$ cat src/rtl/serial_frame_rx.sv
// Serial frame receiver. It samples a single-wire line on every rising edge.
// Frame format: start(1), WIDTH data bits LSB first, even parity, stop(0).
// A good stop bit delivers the word with a one-cycle valid pulse.
// A bad stop bit discards the word with a one-cycle frameErr pulse.
module serial_frame_rx #(
  parameter int unsigned WIDTH = 8
) (
  input  logic             clk,
  input  logic             reset,
  input  logic             dataBit,
  output logic [WIDTH-1:0] data,
  output logic             valid,
  output logic             parityErr,
  output logic             frameErr,
  output logic             busy,
  output logic [7:0]       frameCount
);

  // Sized so the index can hold WIDTH itself; it is incremented past the last bit.
  localparam int unsigned IdxW = $clog2(WIDTH + 1);
  localparam logic [IdxW-1:0] LastIdx = IdxW'(WIDTH - 1);

  typedef enum logic [1:0] {
    StIdle,
    StData,
    StParity,
    StStop
  } state_e;

  state_e          state;
  logic [IdxW-1:0] index;
  logic [WIDTH-1:0] shiftReg;
  logic            rxParity;

  // Receiver FSM with registered outputs; reset overrides everything.
  always_ff @(posedge clk) begin
    if (reset) begin
      state      <= StIdle;
      index      <= '0;
      shiftReg   <= '0;
      rxParity   <= 1'b0;
      data       <= '0;
      valid      <= 1'b0;
      parityErr  <= 1'b0;
      frameErr   <= 1'b0;
      busy       <= 1'b0;
      frameCount <= '0;
    end else begin
      valid     <= 1'b0;
      parityErr <= 1'b0;
      frameErr  <= 1'b0;
      unique case (state)
        StIdle: begin
          if (dataBit) begin
            state <= StData;
            index <= '0;
            busy  <= 1'b1;
          end
        end
        StData: begin
          // Decoded write keeps the select within the register's range.
          for (int i = 0; i < int'(WIDTH); i++) begin
            if (index == IdxW'(i)) begin
              shiftReg[i] <= dataBit;
            end
          end
          index <= index + 1'b1;
          if (index == LastIdx) begin
            state <= StParity;
          end
        end
        StParity: begin
          rxParity <= dataBit;
          state    <= StStop;
        end
        StStop: begin
          // The stop sample never starts a new frame, even when it is 1.
          state <= StIdle;
          busy  <= 1'b0;
          if (!dataBit) begin
            data       <= shiftReg;
            valid      <= 1'b1;
            parityErr  <= rxParity ^ (^shiftReg);
            frameCount <= frameCount + 8'd1;
          end else begin
            frameErr <= 1'b1;
          end
        end
        default: begin
          state <= StIdle;
          busy  <= 1'b0;
        end
      endcase
    end
  end

endmodule

$ cat config.mk
export PLATFORM = sky130hd
export DESIGN_NAME = serial_frame_rx
export DESIGN_NICKNAME = d
export VERILOG_FILES = /design/src/rtl/serial_frame_rx.sv
export SDC_FILE = /design/constraint.sdc
export NUM_CORES = 1
export LEC_CHECK = 0
export CORE_UTILIZATION = 46
export DETAILED_ROUTE_END_ITERATION = 10
export DONT_BUFFER_PORTS = 1
export SYNTH_ARGS = -nofsm -noshare
export SYNTH_HDL_FRONTEND = slang
export SYNTH_SLANG_ARGS = --single-unit
$ cat constraint.sdc
create_clock -name clk -period 2.1 [get_ports clk]
set_input_delay 0.525 -clock clk [delete_from_list [all_inputs] [get_ports clk]]
set_output_delay 0.525 -clock clk [all_outputs]
set_load 0.005 [all_outputs]
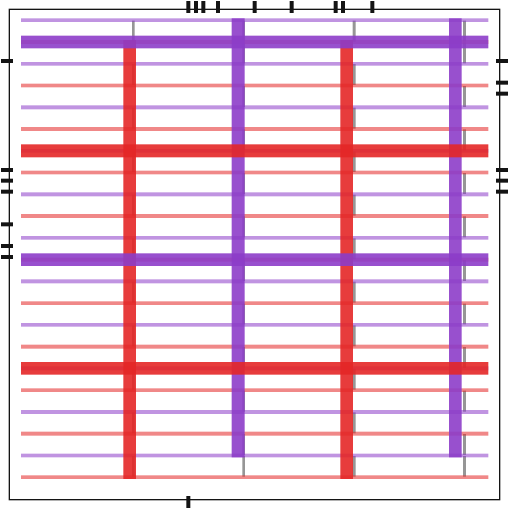
(PDN straps and rails)
Drawn at 8 px/micron. Pins as bars on the die edge. Tap cells in grey.
Key: VDD = purple; VSS = red
46 tap cells. 22 met1 rails follow the rows.
Die W: 61.1 microns
die height: 61.1 microns
core box area: 3340 sq um
VDD IR-drop max: 579 uV

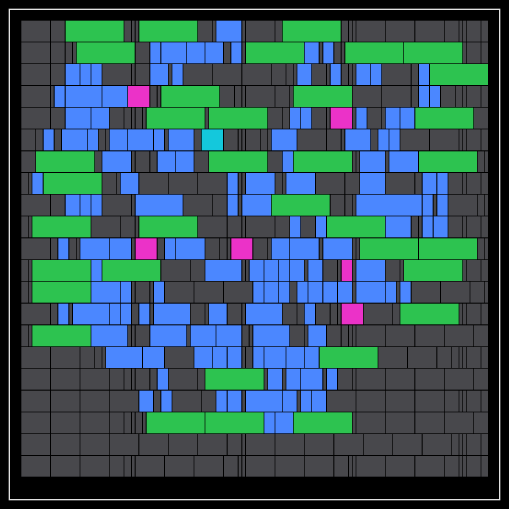
(placed cells, one colour a class)
Drawn at 8 px/micron. Fill, decap, tap and diode cells in grey.
Key: clock drivers and dummy loads = magenta [cells 6]; remaining buffers and delay cells = cyan [cells 1]; remaining logic cells = blue [cells 137]; registers = green [cells 35]

==> results.sh <==
# source this file to load flow results
export IMPL_status="completed"
export IMPL_synth_area_leader_cell="dfxtp_1"
export IMPL_reg_top3="data (8), frameCount (8), shiftReg (8)"
export IMPL_post_synth_top_count_cell="dfxtp_1"
export IMPL_die_area_sq_um=3740
export IMPL_yosysTopAreaCellShare=0.436
export IMPL_seq_cell_power_mw=0.763
export IMPL_ff_count=35
export IMPL_route_detailed_drc=0
export IMPL_root_buffer="clkbuf_4"
export IMPL_firstDrtPassIters=4
export IMPL_netlist_top_cells_count="dfxtp_1 (35), nand2_1 (28), nor2_1 (23)"
export IMPL_ys_ff=35
export IMPL_switching_power_mw=0.464
export IMPL_min_to="data[7]$_SDFFE_PP0P_"
export IMPL_via_per_inst=5.08
export IMPL_fmax_mhz=627
export IMPL_routabilityCongestion=0.799
export IMPL_postCtsHoldBufs=0
export IMPL_cp_arrival_ns=1.82
export IMPL_hold_path_class="in2reg"
export IMPL_nFillCells=326
export IMPL_preCtsSetupSlack_ns=0.508
export IMPL_fin_setup_tns_ns=0
export IMPL_n_antenna_cell=0
export IMPL_setup_ws_ns=0.505
export IMPL_dpl_hpwl_mm=1.87
export IMPL_power_top_group="registers"
export IMPL_p_leak_nw=0.630
export IMPL_ys_types=29
export IMPL_nNonClkInverters=4
export IMPL_simple_gate_area_frac=0.230
export IMPL_min_from="reset"
export IMPL_max_cap_violations=0
export IMPL_insertion_delay_ns=0.33
export IMPL_start_kind="flop"
export IMPL_ys_sh_adder=0.0778
export IMPL_comb_area_sq_um=846
export IMPL_timing_critical_path_cells="ha_1 -> nor2b_1 -> nand4_1 -> xor2_1 -> nor2_1"
export IMPL_port_buffers=0
export IMPL_syn_to_final_growth_pct=3.74
export IMPL_pwr_share_clk=0.218
export IMPL_edf_count=0
export IMPL_combPwrFrac=0.256
export IMPL_cts_setup_buffers=0
export IMPL_cts_inserted_buffers=5
export IMPL_antenna_found_initial=0
export IMPL_ys_seq_frac=0.436
export IMPL_async_reset_ff_frac=0
export IMPL_skew_ns=0.00423
export IMPL_setup_viol=0
export IMPL_hold_violations=0
export IMPL_maxSlewHeadroom=0.677
export IMPL_dominant_cells="combinational gates"
export IMPL_cp_startpoint="state[0]$_SDFFE_PP0P_"
export IMPL_final_cell_count_no_fill=225
export IMPL_power_internal_mw=0.989
export IMPL_n_clock_buffer=6
export IMPL_design_area_sq_um=1670
export IMPL_syn_inst=182
export IMPL_clk_pin_slew_ns=0.09
export IMPL_mux_area_frac=0.0623
export IMPL_area_leaders="dfxtp_1 (44%), ha_1 (7.8%), nand2_1 (6.5%)"
export IMPL_drv_slew=0
export IMPL_ys_warn_count=0
export IMPL_final_min_clock_period_ns=1.60
export IMPL_seq_cell_share=0.420
export IMPL_htreeDepth=2
export IMPL_power_share_switching=0.320
export IMPL_synth_xor_area_share=0.0895
export IMPL_pwr_share_seq=0.525
export IMPL_buffer_area_frac=0.00450
export IMPL_final_common_cell="dfxtp_1"
export IMPL_r2r_start="state[0]$_SDFFE_PP0P_"
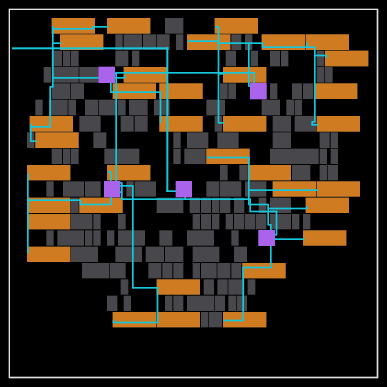
(clock wires, drivers and flops)
Drawn at 6 px/micron.
Key: clock-net drivers = purple [count 5]; clock wires = cyan [length 413 microns]; flip-flops = orange [count 35]
Position of the flops: all over the die.

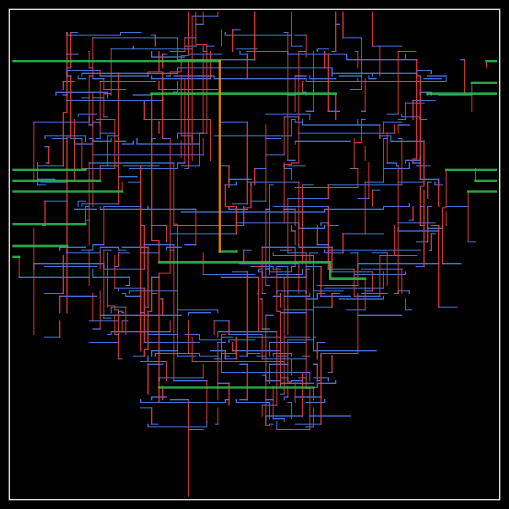
(wiring by layer)
Drawn at 8 px/micron.
Key: M4 = orange [wire length 23.8 microns]; M2 = red [wire length 1250 microns]; M1 = blue [wire length 1260 microns]; M3 = green [wire length 173 microns]
WL final: 2.70 mm
vias post-DR: 1144
routed len/inst: 12.0 microns
Tot GR Track Use: 0.167

## metrics by stage
| step | utilization | total power, mW | hold slack [ns] |
|---|---|---|---|
| 2_1_floorplan | - | 1.10 | 0.453 |
| 3_3_place_gp | 0.487 | 1.14 | 0.458 |
| 3_5_place_dp | 0.487 | 1.15 | 0.460 |
| 4_1_cts | 0.500 | 1.47 | 0.244 |
| 5_1_grt | 0.500 | 1.56 | 0.229 |
| 6_report | 0.500 | 1.45 | 0.252 |
## per-layer routing
layer | vias to the layer above | track usage | part of all wire
met3 | 2 | 0.0798 | 0.064
met5 | - | 0 | 0
met1 | 521 | 0.210 | 0.47
li1 | 598 | - | -
met4 | 0 | 0.0682 | 0.0085
met2 | 23 | 0.245 | 0.46
No activity file was given, so power comes from the tool's default toggle rates.
